File: config.mk
export PLATFORM = sky130hd
export DESIGN_NAME = npu_dispatch_ctrl
export DESIGN_NICKNAME = d
export VERILOG_FILES = /design/src/rtl/npu_dispatch_ctrl.sv
export SDC_FILE = /design/constraint.sdc
export NUM_CORES = 1
export LEC_CHECK = 0
export CAP_MARGIN = 20
export CELL_PAD_IN_SITES_DETAIL_PLACEMENT = 1
export CELL_PAD_IN_SITES_GLOBAL_PLACEMENT = 2
export CORE_AREA = 4 4 222 170
export DETAILED_ROUTE_END_ITERATION = 7
export DIE_AREA = 0 0 226 174
export PLACE_DENSITY = 0.86
export SLEW_MARGIN = 10
export SYNTH_ARGS = -nofsm -noshare
export SYNTH_HDL_FRONTEND = slang
export SYNTH_SLANG_ARGS = --single-unit
File: constraint.sdc
create_clock -name clk -period 1.75 [get_ports clk]
set_input_delay 0.175 -clock clk [delete_from_list [all_inputs] [get_ports clk]]
set_output_delay 0.175 -clock clk [all_outputs]
set_load 0.01 [all_outputs]
File: src/rtl/npu_dispatch_ctrl.sv
// Dispatch controller that hands one decoded NPU instruction at a time to the NPU and retires its result.
// Optional build macro NPU_TIMEOUT_EN adds a WAIT-state watchdog of TIMEOUT_CYCLES cycles.
module npu_dispatch_ctrl #(
   parameter int XLEN           = 64,
   parameter int TIMEOUT_CYCLES = 1024
) (
   input  logic            clk,
   input  logic            rst_n,
   input  logic            issue_valid,
   input  logic            is_npu_matrix_mul,
   input  logic            is_npu_conv,
   input  logic [XLEN-1:0] rs1_data,
   input  logic [XLEN-1:0] rs2_data,
   input  logic [4:0]      rd_addr,
   output logic            stall,
   output logic            npu_cmd_valid,
   input  logic            npu_cmd_ready,
   output logic [1:0]      npu_op,
   output logic [XLEN-1:0] npu_src_a,
   output logic [XLEN-1:0] npu_src_b,
   input  logic            npu_done,
   input  logic [XLEN-1:0] npu_result,
   input  logic            npu_error,
   output logic            wb_valid,
   output logic [4:0]      wb_rd,
   output logic [XLEN-1:0] wb_data,
   output logic            npu_err,
   output logic            npu_timeout,
   output logic [1:0]      o_dbg_state
);

   typedef enum logic [1:0] {
      S_IDLE  = 2'd0,
      S_ISSUE = 2'd1,
      S_WAIT  = 2'd2,
      S_WB    = 2'd3
   } state_t;

   state_t            r_state;
   state_t            w_next;
   logic              w_accept;
   logic              w_wait_entry;
   logic [1:0]        r_op;
   logic [XLEN-1:0]   r_src_a;
   logic [XLEN-1:0]   r_src_b;
   logic [XLEN-1:0]   r_result;
   logic [4:0]        r_rd;
   logic              r_err;

   // Exactly one of the two decode flags must be set for a legal NPU instruction.
   assign w_accept     = issue_valid && (is_npu_matrix_mul ^ is_npu_conv);
   assign w_wait_entry = (r_state == S_ISSUE) && npu_cmd_ready;

`ifdef NPU_TIMEOUT_EN
   localparam int CW = $clog2(TIMEOUT_CYCLES) + 1;
   logic [CW-1:0] r_cnt;
   logic          w_limit;

   assign w_limit = (r_cnt == CW'(TIMEOUT_CYCLES - 1));

   always_ff @(posedge clk or negedge rst_n) begin
      if (!rst_n) begin
         r_cnt <= '0;
      end else if (w_wait_entry) begin
         r_cnt <= '0;
      end else if ((r_state == S_WAIT) && !npu_done && !w_limit) begin
         r_cnt <= r_cnt + 1'b1;
      end
   end
`endif

   always_ff @(posedge clk or negedge rst_n) begin
      if (!rst_n) begin
         r_state <= S_IDLE;
      end else begin
         r_state <= w_next;
      end
   end

   always_comb begin
      w_next        = r_state;
      stall         = 1'b0;
      npu_cmd_valid = 1'b0;
      wb_valid      = 1'b0;
      npu_err       = 1'b0;
      npu_timeout   = 1'b0;
      case (r_state)
         S_IDLE: begin
            if (w_accept) begin
               stall  = 1'b1;
               w_next = S_ISSUE;
            end
         end
         S_ISSUE: begin
            stall         = 1'b1;
            npu_cmd_valid = 1'b1;
            if (npu_cmd_ready) w_next = S_WAIT;
         end
         S_WAIT: begin
            stall = 1'b1;
            if (npu_done) begin
               w_next = S_WB;
            end
`ifdef NPU_TIMEOUT_EN
            else if (w_limit) begin
               npu_timeout = 1'b1;
               w_next      = S_IDLE;
            end
`endif
         end
         S_WB: begin
            // Writes to x0 are dropped; an errored result never reaches the register file.
            wb_valid = !r_err && (r_rd != 5'd0);
            npu_err  = r_err;
            w_next   = S_IDLE;
         end
         default: w_next = S_IDLE;
      endcase
   end

   always_ff @(posedge clk or negedge rst_n) begin
      if (!rst_n) begin
         r_op     <= 2'b00;
         r_src_a  <= '0;
         r_src_b  <= '0;
         r_rd     <= 5'd0;
         r_result <= '0;
         r_err    <= 1'b0;
      end else begin
         if ((r_state == S_IDLE) && w_accept) begin
            r_op    <= is_npu_matrix_mul ? 2'b01 : 2'b10;
            r_src_a <= rs1_data;
            r_src_b <= rs2_data;
            r_rd    <= rd_addr;
         end
         if ((r_state == S_WAIT) && npu_done) begin
            r_result <= npu_result;
            r_err    <= npu_error;
         end
      end
   end

   assign npu_op      = r_op;
   assign npu_src_a   = r_src_a;
   assign npu_src_b   = r_src_b;
   assign wb_rd       = r_rd;
   assign wb_data     = r_result;
   assign o_dbg_state = r_state;

endmodule
Figure 1. A small window of the routed layout (run 1).
Bar = 10 um. Window x 93 to 133, y 32 to 72 um. Cells in gray, sequential cells in the stronger gray; small squares are vias.
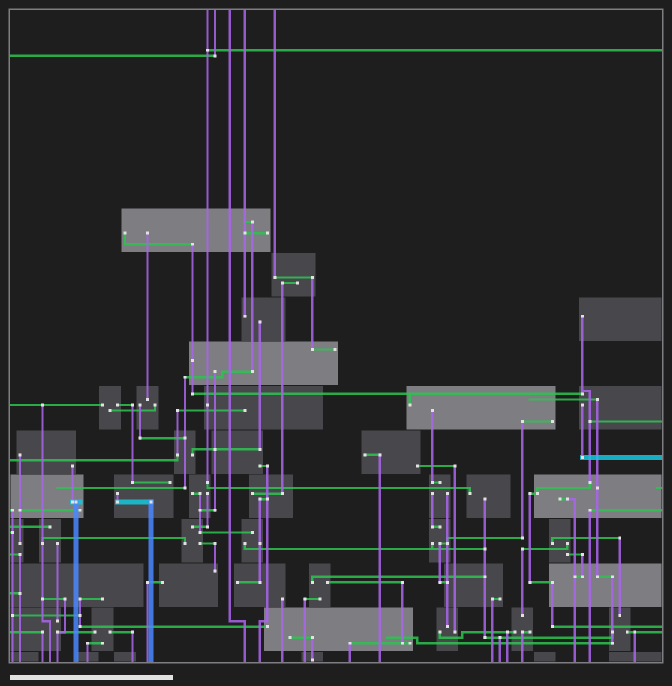
M3: shown in cyan. M1: shown in green. M2: shown in purple. M4: shown in blue.
37 logic cells have their middle in the window. Sequential cells in the window: 6. Most frequent: nand2_1 (16), clkdlybuf4s50_1 (6), dfrtp_1 (6). Netlist names of flops here include npu_src_a (3), wb_rd (2).

Figure 2. Signal wires on met1 (run 1).
Bar = 50 um. Supply wires on this layer in gray.
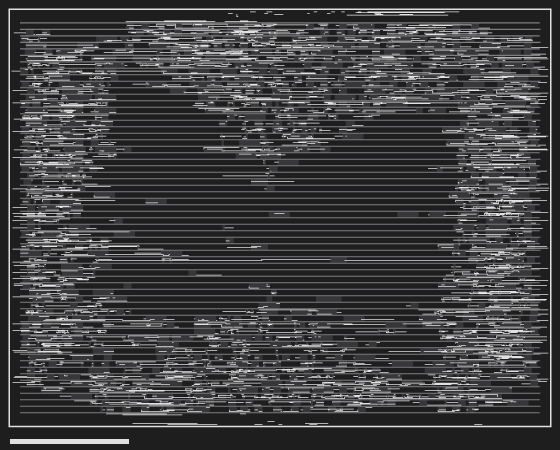
The longest straight run is 69.5 um. The wires run mostly horizontal. The layer holds 40% of the routed length.

Figure 3. Routing congestion (run 1).
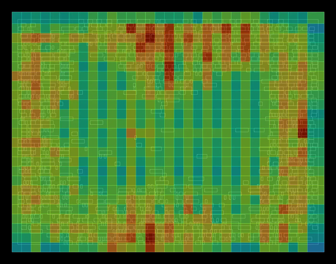
utilization after layout: 37.7%
met2 Usage GRT: 24.5%
WL per Instance: 17.7 um
GRT met1 Usage: 16.9%

Figure 4. Met2 routing (run 1).
Bar = 50 um.
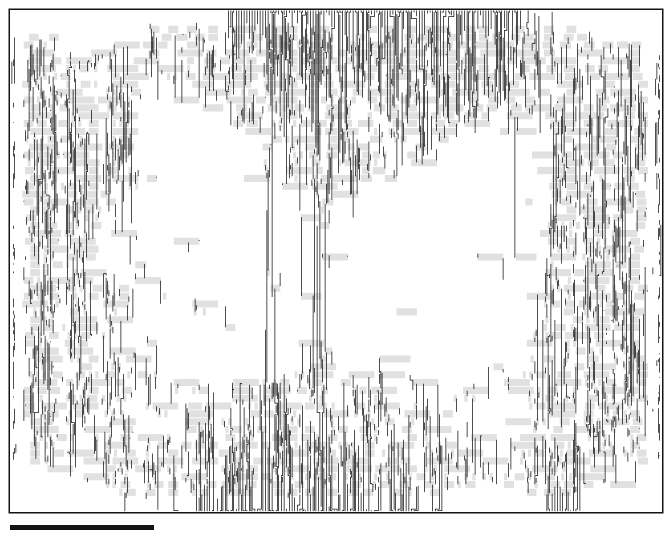
The longest straight run is 78.9 um. The layer carries 14000 um of wire.

==> impl_metrics.ini, run 1 <==
; implementation run metrics
[logic_synthesis]
compound_area_share_pct = 0.210
synthTopLogicFamily = simple AND/OR/NAND/NOR gates
synth.distinct_cells = 21
synthArstFlopShare_pct = 100
top_cells_by_instance_count_after_synthesis = sky130_fd_sc_hd__nand2_1, sky130_fd_sc_hd__dfrtp_1, sky130_fd_sc_hd__mux2_2
ys_chip_area_sq_um = 7730
cell_types_occupying_the_most_area_after_synthesis = sky130_fd_sc_hd__dfrtp_1, sky130_fd_sc_hd__nand2_1, sky130_fd_sc_hd__mux2_2
synth-simple-area-share_pct = 20.3
synth.cellmix.xorXnorShare_pct = 0.113
top_area_cell = sky130_fd_sc_hd__dfrtp_1
synth_adder_area_share_pct = 0.810
synth-main-ff-cell = sky130_fd_sc_hd__dfrtp_1
synth-cells-yosys = 735
syn-mean-instance-area_sq_um = 10.5
mux_share_pct = 9.75
synthesis.instances = 735
ys.warnings.count = 0
ys_seq_elements = 202
post_synth_edffs = 0
fraction_of_post_synthesis_cell_area_in_the_top_cell_type_by_area_pct = 65.4
syn-cell-area_sq_um = 7730
most_common_cell = sky130_fd_sc_hd__nand2_1

[cells_and_area]
top_library_cells_by_usage_in_the_layout_fill_and_taps_aside = sky130_fd_sc_hd__nand2_1, sky130_fd_sc_hd__clkdlybuf4s50_1, sky130_fd_sc_hd__dfrtp_1, sky130_fd_sc_hd__mux2_2
fillers = 3986
drive_above_1_share_pct = 13.0
final.signal_buffer_count = 446
seq_area_share_pct = 37.8
ff_count = 202
final_cell_count_without_fillers = 1648
areaGrowthSynthToFinish_pct = 73.3
clkbuf_count = 31
insertedDiodeCount = 0
multi_input_comb_cells = 491
mostFrequentLayoutCell = sky130_fd_sc_hd__nand2_1
non_clock_buffer_share_of_cell_area_pct = 33.6
register_area_sq_um = 5050
final-comb-area_sq_um = 2470
comb_area_share_pct = 18.4
inverters_excl_clock = 4
finalNetCount = 1378
area_share_clock_buf_inv_pct = 5.77
design_area_sq_um = 13400

[route]
first_pass_iters = 4
viasPerCell = 4.11
dr_total_vias = 6774
met1Wirelength_um = 11700
detail-route-antenna-nets = 0
route.top_layer_used = met4
route.met3.wl_um = 2730
remaining_drc_errors = 0
detail_route.wirelength_um = 29100
route.met2.wl_um = 14000
dr.first_iter.drc_count = 262

[clocking]
cts_hold_repair.buffers = 1
clock-sinks = 202
ctsHtreeMaxLevel = 1
clock-root-buffer = sky130_fd_sc_hd__clkbuf_16
cts_setup_buffers = 1
cts.repair.resized = 26
path_clk_slew_ps = 60
worst_skew_pair.late_latency_ps = 510
cts_inserted_buffers = 23
tritoncts = yes
bufs_on_longest_clock_path = 3

[critical_path]
cp_max_fo = 2
critPathLaunch = wb_rd[3]$_DFFE_PN0P_
crit_path_cell_trace = or4_4 -> nor2_4 -> nor3b_2 -> buf_2
worst-endpoint-required_ps = 1570
worst-setup-path-type = reg -> out
cp_slowest_cell = sky130_fd_sc_hd__or4_4
reg2reg_to = wb_data[43]$_DFFE_PN0P_
timing.critical_path.depth = 4
rr_worst_depth = 6
capturing_element_of_the_worst_setup_path = wb_valid
reg2reg_setup_slack_ps = 60
rr_startpoint = o_dbg_state[0]$_DFFE_PN0P_
setup.worst_path.start_class = register
cp_top_family = simple AND/OR/NAND/NOR gates
timing.critical_path.slowest_cell_delay_ps = 550
timing.critical_path.arrival_ps = 1730
crit_buf_inv = 1
setup.worst_path.end_class = output port

[placement]
port_buffers = 409
placedInstanceArea_sq_um = 12600
gp_routability_congestion = 0.768
placed_cells = 1606
hpwl_um = 22000

[die]
pin_count = 411
placementRows = 60
tap-cell-count = 465
fp.coreArea_sq_um = 35500
floorplan.core_util_pct = 21.8
die_width_um = 226
die-height_um = 174
floorplan.die_area_sq_um = 39300

[power_and_ir_drop]
report.power.total_w = 0.0235
pwr.group.clock_w = 0.00500
vdd_drop_max_uv = 768
net-switching-power_w = 0.00763
reg_power_share_pct = 34.8
clock_power_share_pct = 21.3
combPwrFrac_pct = 43.9
powerSeq_w = 0.00816
power.density_cell_area_nw_per_um2 = 1750
netSwitchingFraction_pct = 32.5
cellLeakagePower_nw = 6.21
p_int_w = 0.0158
top_power_group = combinational logic
comb-power_w = 0.0103

[grt]
grt_util_met3_pct = 5.79
grt_pass1_wl_um = 44600
antenna_found_initial = 0
grtUsageTotal_pct = 14.4
total_overflow_reported_by_the_global_router = 0
number_of_global_route_vias_before_repair = 7495
gr-max-usage-layer = met2

[sta]
timing.hold.ws_ps = 187
rsz0062_at_grt = yes
timing.final.ws_setup_ps = -152
slew_headroom_pct = 65.0
finalClockPeriodUsage_pct = 109
timing.final.max_slew_violations = 0
fin_tns_setup_ps = -190
count_of_endpoints_failing_hold_in_the_final_timing_report = 0
tightest_slew_ps = 525
achievable-frequency_mhz = 526
setup_viol = 2
worst_clock_skew_ps = 10.1

[run]
openroad.warnings = 32
drv.max_cap_violation_count = 0

[run_status]
run_status = finished with violations
failed_checks = setup timing

[worst_hold_path]
worst_hold_path.num_cells = 3
min_delay_src = rs2_data[12]
hold-path-endpoint = npu_src_b[12]$_DFFE_PN0P_
min-delay-path-class = in -> reg
==> run 1 -> run 2 <==
Settings changed: GPL_TIMING_DRIVEN set to 0.
Figure 5. Met2 routing (run 2).
Bar = 50 um.
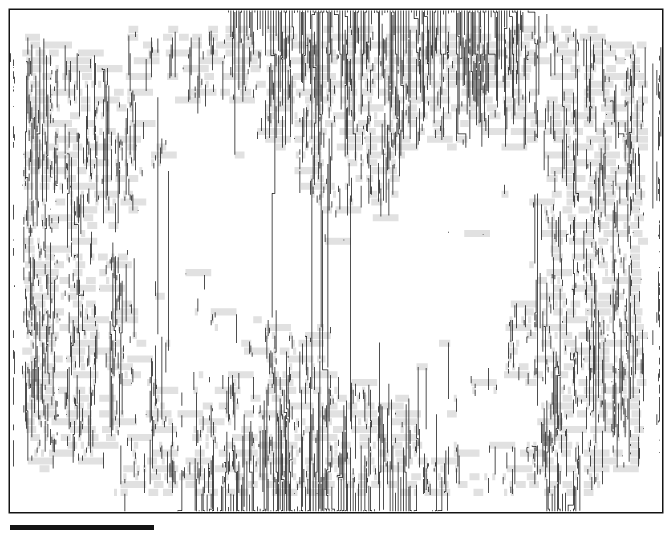
The longest straight run is 81.9 um. The layer holds 49% of the routed length. The wires run mostly vertical. The layer carries 14400 um of wire.

Figure 6. Sizing map (run 2).
Bar = 50 um.
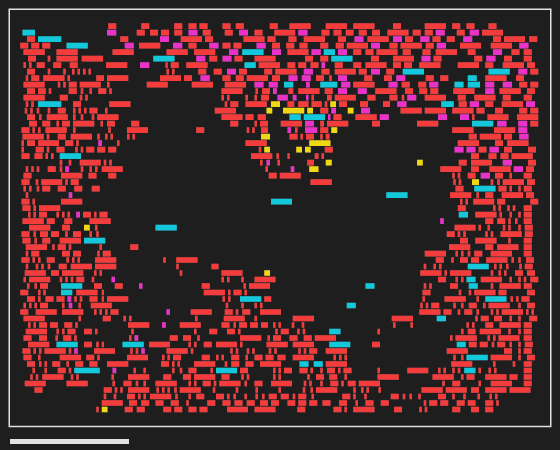
x1 and smaller: shown in red, cells 1036. x3 and x4: shown in yellow, cells 19. x2: shown in magenta, cells 93. x6 and larger: shown in cyan, cells 48.

==> impl_metrics.ini, run 2 <==
; implementation run metrics
[power_and_ir_drop]
reg_power_share_pct = 35.0
top_power_group = combinational logic
cellLeakagePower_nw = 6.21
net-switching-power_w = 0.00763
pwr.group.clock_w = 0.00479
p_int_w = 0.0156
power.density_cell_area_nw_per_um2 = 1740
powerSeq_w = 0.00814
report.power.total_w = 0.0232
vdd_drop_max_uv = 770
combPwrFrac_pct = 44.4

[cells_and_area]
final-comb-area_sq_um = 2460
multi_input_comb_cells = 491
clkbuf_count = 37
drive_above_1_share_pct = 13.4
finalNetCount = 1390
fillers = 4066
design_area_sq_um = 13400
areaGrowthSynthToFinish_pct = 73.0
final_core_utilization_pct = 37.6
seq_area_share_pct = 37.8
area_share_clock_buf_inv_pct = 5.53
inverters_excl_clock = 4
top_library_cells_by_usage_in_the_layout_fill_and_taps_aside = sky130_fd_sc_hd__nand2_1, sky130_fd_sc_hd__clkdlybuf4s50_1, sky130_fd_sc_hd__dfrtp_1, sky130_fd_sc_hd__mux2_2, sky130_fd_sc_hd__clkbuf_16
final.signal_buffer_count = 458
final_cell_count_without_fillers = 1661
ff_count = 202
comb_area_share_pct = 18.4
non_clock_buffer_share_of_cell_area_pct = 33.7
insertedDiodeCount = 0

[grt]
grt_util_met3_pct = 6.13
total_overflow_reported_by_the_global_router = 0
antenna_found_initial = 1
number_of_global_route_vias_before_repair = 7602
grt_pass1_wl_um = 45100
gr-max-usage-layer = met2
global_route.usage.met2_pct = 25.4
grt_met1_usage_pct = 16.4

[logic_synthesis]
synth-simple-area-share_pct = 20.3
synth-main-ff-cell = sky130_fd_sc_hd__dfrtp_1
ys_chip_area_sq_um = 7730
synth.cellmix.xorXnorShare_pct = 0.113
top_area_cell = sky130_fd_sc_hd__dfrtp_1
synthArstFlopShare_pct = 100
top_cells_by_instance_count_after_synthesis = sky130_fd_sc_hd__nand2_1, sky130_fd_sc_hd__dfrtp_1, sky130_fd_sc_hd__mux2_2
ys_seq_elements = 202
post_synth_edffs = 0
synth_adder_area_share_pct = 0.810
syn-mean-instance-area_sq_um = 10.5
synth-cells-yosys = 735
ys.warnings.count = 0
mux_share_pct = 9.75
most_common_cell = sky130_fd_sc_hd__nand2_1
fraction_of_post_synthesis_cell_area_in_the_top_cell_type_by_area_pct = 65.4
synthesis.instances = 735
syn-cell-area_sq_um = 7730
compound_area_share_pct = 0.210

[placement]
hpwl_um = 22300
placedInstanceArea_sq_um = 12500
placed_cells = 1611
port_buffers = 409

[die]
die_width_um = 226
placementRows = 60
fp.coreArea_sq_um = 35500
floorplan.die_area_sq_um = 39300
tap-cell-count = 465
pin_count = 411

[sta]
timing.hold.ws_ps = 186
rsz0062_at_grt = yes
tightest_slew_ps = 618
achievable-frequency_mhz = 529
fin_tns_setup_ps = -181
setup_viol = 2
worst_clock_skew_ps = 7.75
timing.final.ws_setup_ps = -140
count_of_endpoints_failing_hold_in_the_final_timing_report = 0
timing.final.max_slew_violations = 0
finalClockPeriodUsage_pct = 108
slew_headroom_pct = 58.8

[route]
dr.first_iter.drc_count = 190
route.top_layer_used = met5
dr_total_vias = 6794
met1Wirelength_um = 11300
remaining_drc_errors = 0
detail-route-antenna-nets = 0
viasPerCell = 4.09
detail_route.wirelength_um = 29500
route.met3.wl_um = 2940
route.met2.wl_um = 14400
first_pass_iters = 6
wl_per_cell_um = 17.8

[critical_path]
timing.critical_path.arrival_ps = 1720
worst-endpoint-required_ps = 1570
crit_path_cell_trace = or4_4 -> nor2_4 -> nor3b_2 -> buf_2
reg2reg_setup_slack_ps = 90
rr_worst_depth = 6
cp_top_family = simple AND/OR/NAND/NOR gates
setup.worst_path.start_class = register
crit_buf_inv = 1
rr_startpoint = o_dbg_state[0]$_DFFE_PN0P_
critPathLaunch = wb_rd[0]$_DFFE_PN0P_
cp_slowest_cell = sky130_fd_sc_hd__or4_4
reg2reg_to = wb_data[4]$_DFFE_PN0P_
worst-setup-path-type = reg -> out
cp_max_fo = 2

[worst_hold_path]
min_delay_src = rs1_data[58]
worst_hold_path.num_cells = 3

[run]
openroad.warnings = 34
drv.max_cap_violation_count = 0

[clocking]
worst_skew_pair.late_latency_ps = 510
clock-root-buffer = sky130_fd_sc_hd__clkbuf_16
path_clk_slew_ps = 70
tritoncts = yes
cts_inserted_buffers = 23
ctsHtreeMaxLevel = 1
cts.repair.resized = 49
bufs_on_longest_clock_path = 3
clock-sinks = 202
cts_setup_buffers = 7
cts_hold_repair.buffers = 2

[run_status]
failed_checks = setup timing
run_status = finished with violations
